**Met1 routing**

The bar under the picture is 20 um long.
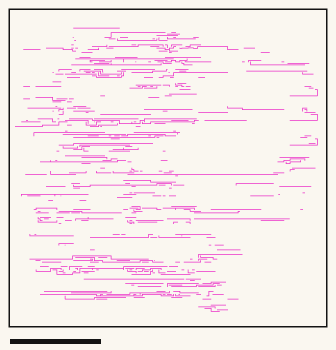
**I/O pins on the die edge**

The bar under the picture is 20 um long. Pins as bars across the die edge, other pins in grey.
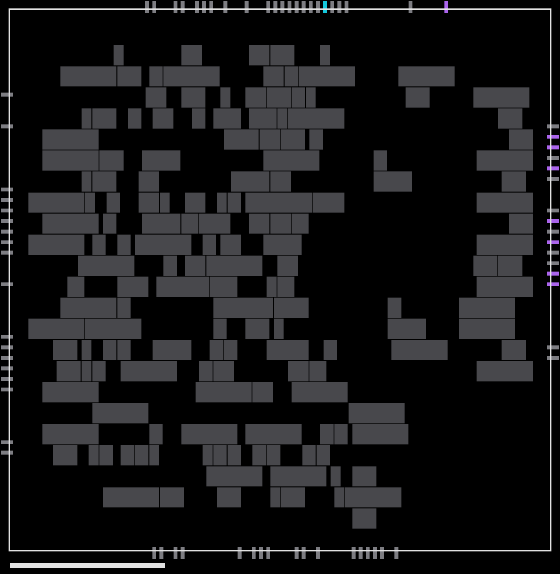
`config.mk`:
```
export PLATFORM = sky130hd
export DESIGN_NAME = mem_access_ctrl
export DESIGN_NICKNAME = d
export VERILOG_FILES = /design/src/rtl/mem_access_pkg.sv /design/src/rtl/rr_arb2.sv /design/src/rtl/mem_access_ctrl.sv
export SDC_FILE = /design/constraint.sdc
export NUM_CORES = 1
export LEC_CHECK = 0
export CAP_MARGIN = 25
export CORE_MARGIN = 2
export CORE_UTILIZATION = 35
export CTS_BUF_LIST = sky130_fd_sc_hd__clkbuf_8
export DETAILED_ROUTE_END_ITERATION = 16
export DONT_BUFFER_PORTS = 1
export PLACE_DENSITY = 0.52
export SYNTH_ARGS = -nofsm -noshare
export SYNTH_HDL_FRONTEND = slang
export SYNTH_SLANG_ARGS = --single-unit
```
`constraint.sdc`:
```
create_clock -name clk -period 1.7 [get_ports clk]
set_clock_uncertainty 0.1 [all_clocks]
set_input_delay 0.34 -clock clk [delete_from_list [all_inputs] [get_ports clk]]
set_output_delay 0.34 -clock clk [all_outputs]
set_load 0.05 [all_outputs]
```
`src/rtl/mem_access_pkg.sv`:
```
`default_nettype none
// ============================================================================
// Module      : mem_access_pkg
// Description : Shared constants for the unified-memory access controller.
// Revision    : 1.0 - initial release
// ============================================================================
package mem_access_pkg;

    localparam int c_AW_DEFAULT = 8;
    localparam int c_DW_DEFAULT = 8;

    localparam logic [1:0] c_ST_IDLE   = 2'd0;
    localparam logic [1:0] c_ST_ACCESS = 2'd1;
    localparam logic [1:0] c_ST_RESP   = 2'd2;

    // Grant/owner code doubles as the bit index into the request vector.
    localparam logic c_GNT_FETCH = 1'b0;
    localparam logic c_GNT_DATA  = 1'b1;

    function automatic logic rr_pick(input logic [1:0] req, input logic last_grant);
        logic winner;
        if (req == 2'b11) begin
            winner = ~last_grant;
        end else if (req[c_GNT_DATA]) begin
            winner = c_GNT_DATA;
        end else begin
            winner = c_GNT_FETCH;
        end
        return winner;
    endfunction

endpackage
`default_nettype wire

```
`src/rtl/rr_arb2.sv`:
```
`default_nettype none
// ============================================================================
// Module      : rr_arb2
// Description : Two-input round-robin arbiter; last grant updates on accept.
// Revision    : 1.0 - initial release
// ============================================================================
module rr_arb2
    import mem_access_pkg::*;
(
    input  logic       clk,
    input  logic       rst,
    input  logic [1:0] req,
    input  logic       accept,
    output logic [1:0] grant
);

    logic r_last_grant;
    logic w_winner;

    always_comb begin
        w_winner = rr_pick(req, r_last_grant);
        grant    = 2'b00;
        if (req != 2'b00) begin
            grant = (w_winner == c_GNT_DATA) ? 2'b10 : 2'b01;
        end
    end

    // Reset to FETCH so the data side wins the first contention.
    always_ff @(posedge clk) begin
        if (rst) begin
            r_last_grant <= c_GNT_FETCH;
        end else if (accept && (req != 2'b00)) begin
            r_last_grant <= w_winner;
        end
    end

endmodule
`default_nettype wire

```
`src/rtl/mem_access_ctrl.sv`:
```
`default_nettype none
// ============================================================================
// Module      : mem_access_ctrl
// Description : Arbitrated fetch/data initiator for a single-port 8-bit memory.
// Revision    : 1.0 - initial release
// ============================================================================
module mem_access_ctrl
    import mem_access_pkg::*;
#(
    parameter int AW = c_AW_DEFAULT,
    parameter int DW = c_DW_DEFAULT
) (
    input  logic          clk,
    input  logic          rst,
    input  logic          f_valid,
    input  logic [AW-1:0] f_addr,
    output logic          f_ready,
    output logic          f_rsp_valid,
    output logic [DW-1:0] f_rsp_data,
    input  logic          d_valid,
    input  logic          d_we,
    input  logic [AW-1:0] d_addr,
    input  logic [DW-1:0] d_wdata,
    output logic          d_ready,
    output logic          d_rsp_valid,
    output logic [DW-1:0] d_rsp_data,
    output logic [AW-1:0] mem_addr,
    output logic [DW-1:0] mem_din,
    output logic          mem_we,
    input  logic [DW-1:0] mem_dout
);

    logic [1:0]    r_state;
    logic [1:0]    w_state_next;
    logic [1:0]    w_grant;
    logic          w_accept;
    logic          w_take_data;

    logic          r_owner;
    logic          r_is_store;
    logic [AW-1:0] r_mem_addr;
    logic [DW-1:0] r_mem_din;
    logic          r_mem_we;
    logic          r_f_rsp_valid;
    logic [DW-1:0] r_f_rsp_data;
    logic          r_d_rsp_valid;
    logic [DW-1:0] r_d_rsp_data;

    rr_arb2 u_arb (
        .clk    (clk),
        .rst    (rst),
        .req    ({d_valid, f_valid}),
        .accept (w_accept),
        .grant  (w_grant)
    );

    always_ff @(posedge clk) begin
        if (rst) begin
            r_state <= c_ST_IDLE;
        end else begin
            r_state <= w_state_next;
        end
    end

    always_comb begin
        w_state_next = r_state;
        f_ready      = 1'b0;
        d_ready      = 1'b0;
        w_accept     = 1'b0;
        w_take_data  = 1'b0;
        case (r_state)
            c_ST_IDLE: begin
                f_ready     = w_grant[c_GNT_FETCH];
                d_ready     = w_grant[c_GNT_DATA];
                w_take_data = d_valid & w_grant[c_GNT_DATA];
                w_accept    = (f_valid & w_grant[c_GNT_FETCH]) | w_take_data;
                if (w_accept) begin
                    w_state_next = c_ST_ACCESS;
                end
            end
            c_ST_ACCESS: w_state_next = c_ST_RESP;
            c_ST_RESP:   w_state_next = c_ST_IDLE;
            default:     w_state_next = c_ST_IDLE;
        endcase
    end

    // Response pulses are set at the edge ending ACCESS, so they live for the RESP cycle.
    always_ff @(posedge clk) begin
        if (rst) begin
            r_owner       <= c_GNT_FETCH;
            r_is_store    <= 1'b0;
            r_mem_addr    <= '0;
            r_mem_din     <= '0;
            r_mem_we      <= 1'b0;
            r_f_rsp_valid <= 1'b0;
            r_f_rsp_data  <= '0;
            r_d_rsp_valid <= 1'b0;
            r_d_rsp_data  <= '0;
        end else begin
            r_f_rsp_valid <= 1'b0;
            r_d_rsp_valid <= 1'b0;
            case (r_state)
                c_ST_IDLE: begin
                    if (w_accept) begin
                        r_mem_addr <= w_take_data ? d_addr : f_addr;
                        r_mem_din  <= (w_take_data && d_we) ? d_wdata : '0;
                        r_mem_we   <= w_take_data & d_we;
                        r_owner    <= w_take_data ? c_GNT_DATA : c_GNT_FETCH;
                        r_is_store <= w_take_data & d_we;
                    end
                end
                c_ST_ACCESS: begin
                    r_mem_we <= 1'b0;
                    if (r_owner == c_GNT_DATA) begin
                        r_d_rsp_valid <= 1'b1;
                        r_d_rsp_data  <= r_is_store ? '0 : mem_dout;
                    end else begin
                        r_f_rsp_valid <= 1'b1;
                        r_f_rsp_data  <= mem_dout;
                    end
                end
                default: begin
                end
            endcase
        end
    end

    assign mem_addr    = r_mem_addr;
    assign mem_din     = r_mem_din;
    assign mem_we      = r_mem_we;
    assign f_rsp_valid = r_f_rsp_valid;
    assign f_rsp_data  = r_f_rsp_data;
    assign d_rsp_valid = r_d_rsp_valid;
    assign d_rsp_data  = r_d_rsp_data;

endmodule
`default_nettype wire

```
==> flow_metrics.tcl <==
# metrics dict for downstream scripts
set metrics [dict create \
    r2r-start "r_state[1]" \
    p_seq_uw 1180 \
    grt_pass1_vias 1252 \
    finalSetupTns_ns -0.0366 \
    detailedRoute.firstIterationViolations 39 \
    synth-seq-cells 40 \
    power.share.sequential_pct 56.6 \
    cpLargestDelayFamily "simple AND/OR/NAND/NOR gates" \
    ioPinCount 74 \
    timing.final.setup_violations 1 \
    final_max_slew_violation_count 0 \
    crit_slowest_cell "sky130_fd_sc_hd__dfxtp_2" \
    instances_no_fill 214 \
    timing.hold.worst_path_depth 1 \
    timing.critical_path.arrival_ns 1.30 \
    overflow 0 \
    fill_cells 411 \
    final_cell_area_um2 1780 \
    detail-route-antenna-nets 0 \
    worstSetupEndpointType "output pin" \
    final-hold-violation-count 0 \
    initial_core_util_pct 37.0 \
    finalHoldWorstSlack_ns 0.0164 \
    internal_power_uw 1440 \
    drc 0 \
    required_ns 1.26 \
    final_period_minus_worst_setup_slack_ns 1.74 \
    clkTransAtPathRegs_ns 0.07 \
    top_area_cell "sky130_fd_sc_hd__dfxtp_1" \
    timing.max_slew.rel_slack_pct 44.3 \
    timing.critical_path.from "r_state[0]" \
    worstReg2RegEnd "mem_din[5]" \
    rrSetupSlack_ns 0.08 \
    num-nets-final 200 \
    post-dp-hpwl_um 2570 \
    die-width_um 69.8 \
    clock_power_uw 642 \
    cts.path.max_buffers 2 \
    failed_checks "negative setup slack" \
    post_synth.cell_area_avg_um2 9.77 \
    grt_pass1_wl_um 6230 \
    power.combinational.total_uw 266 \
    ctsHtreeMaxLevel 2 \
    dpl-instance-area_um2 1610 \
    die-area_um2 4870 \
    fin_util_pct 43.4 \
    final_common_cell "sky130_fd_sc_hd__dfxtp_1" \
    synth.yosys.num_cells 155 \
    grt_setup_unrepaired "true" \
    antennaDiodeCount 0 \
    synth_nets 192 \
    launching_element_type_of_the_critical_path "flop" \
    viasPerCell 5.59 \
    status "finished, violations left" \
    area_growth_pct 17.3 \
    log.warning_count 28 \
    mux_share_pct 0 \
    placement.io_buffers 0 \
    dr_total_vias 1197 \
    ir_drop_mv 0.648 \
    die.size.y_um 69.8 \
    tritoncts "yes" \
    cp_cell_sequence "or2_4, nor3b_4, buf_12" \
    yosys_warnings 0 \
    worst-r2r-cell-count 6 \
    clk_root_buffer_cell "sky130_fd_sc_hd__clkbuf_8" \
    synth.cellmix.xorXnorShare_pct 0 \
    switching_share_pct 31.3 \
    netlist-cell-type-count 30 \
    clock_power_share_pct 30.7 \
    setup_ws_ns -0.0366 \
    cts.sink_count 40 \
    switching_power_uw 654 \
    max_freq_mhz 576 \
    seq_area_frac_synth_pct 52.9 \
    gpl.final_weighted_congestion 0.748 \
    final_layout_top_logic_cells "sky130_fd_sc_hd__dfxtp_1, sky130_fd_sc_hd__a21oi_1, sky130_fd_sc_hd__a22o_1" \
    avgRoutedWirePerCell_um 17.9 \
    antenna_found_initial 0 \
    cts_inserted_buffers 5 \
    drv.max_cap_violation_count 0 \
    postCtsHoldBufs 1 \
    grt_usage_pct 16.0 \
    timing.critical_path.fanout_max 3 \
    cts_post_setup_buffers_inserted 4 \
    drive_gt1_share_pct 19.5 \
    synth_cells 155 \
    fin_crit_sh_pct 102 \
    finalWirelength_um 3830 \
    grt_start_max_net_pins 22 \
    crit_path_max_incr_delay_ns 0.34 \
    pwr_density_cell_nw_per_um2 1180 \
    tightest_slew_ns 0.832 \
    placed_cells_incl_taps 200 \
    synth.cellmix.compoundShare_pct 30.9 \
    worst-path-buf-inv 1 \
    leading_power_group "sequential cells" \
    comb_power_share_pct 12.7 \
    worst_skew_pair.late_latency_ns 0.29 \
    post_cts.resized_instances 6 \
    std_cell_rows 23 \
    yosys-dominant-comb-family "AND-OR/OR-AND gates" \
    post_synthesis_chip_area_from_yosys_um2 1510 \
    worstHoldStart "rst" \
    synthSimpleGateAreaFrac_pct 9.26 \
    top_cells_by_area "sky130_fd_sc_hd__dfxtp_1, sky130_fd_sc_hd__a22o_1, sky130_fd_sc_hd__a21oi_1, sky130_fd_sc_hd__o32ai_1, sky130_fd_sc_hd__a22oi_1" \
    yosys.area_share.adder_pct 0 \
    placeableCoreArea_um2 4090 \
    timing.setup.critical_path_class "flop to output pin" \
    finalPower_uw 2090 \
    drt_pass1_iterations 5 \
    yosysTopAreaCellShare_pct 52.9 \
]
Notes on 'met1 routing' above:
longest straight run: 33.1 um
main direction: horizontal
nets with wire on the layer: 181
wire length on this layer: 1580 um
share of all routed wire: 41%

Notes on 'I/O pins on the die edge' above:
legend:
  purple:
    port: mem_din
    pins: 8
    direction: output
    edge: 7 east, 1 north
  cyan:
    port: d_we
    pins: 1
    direction: input
    edge: north
all pins by edge: 23 north, 18 west, 17 south, 16 east

final cells by class:
class	instances	area (um2)	share of cell area, %
clock buffers	6	82.6	4.65
clock inverters	2	10.0	0.564
inverters	11	43.8	2.47
multi-input cells	91	636	35.8
flip-flops and latches	40	806	45.4
well taps	50	62.6	3.52
repair buffers	14	135	7.61
synth_stat cells (all sizes together):
cell     n
and2     1
nor2     2
nor3     2
buf      7
or3      1
o211ai   1
and4b    1
o21ba    1
a21oi   20
a22oi    8
nand3    1
o21ai   11
a22o    16
nor4b    1
or2      1
nor3b    2
nand2b   2
inv     11
nand2    9
clkbuf   6
o21bai   1
o32ai    8
dfxtp   40
a31oi    1
a211oi   1
layer usage:
| layer | track usage, % | up-vias | wire (um) |
|---|---|---|---|
| li1 | - | 579 | - |
| met1 | 19.4 | 556 | 1580 |
| met2 | 25.7 | 53 | 1870 |
| met3 | 6.40 | 9 | 316 |
| met4 | 5.34 | 0 | 64 |
| met5 | 0 | - | 0 |
how the worst max path moves through the flow:
stage	endpoint	slack, ns	cells past startpoint
global placement	f_ready	0.15	3
global route	f_ready	-0.09	3
floorplan	d_ready	0.05	4
CTS	f_ready	-0.06	3
finish	f_ready	-0.04	3
detailed placement	f_ready	0.13	3
worst register-to-register path, cell delays in order, from the launching register on:
cell	delay, ns
sky130_fd_sc_hd__dfxtp_4	0.36
sky130_fd_sc_hd__a211oi_2	0.18
sky130_fd_sc_hd__buf_4	0.16
sky130_fd_sc_hd__buf_4	0.10
sky130_fd_sc_hd__buf_4	0.16
sky130_fd_sc_hd__and4b_2	0.34
sky130_fd_sc_hd__a22o_1	0.16
kinds of logic after synthesis:
family,after synthesis
compound gates,68
buf+inv,24
flops,40
simple gates,23
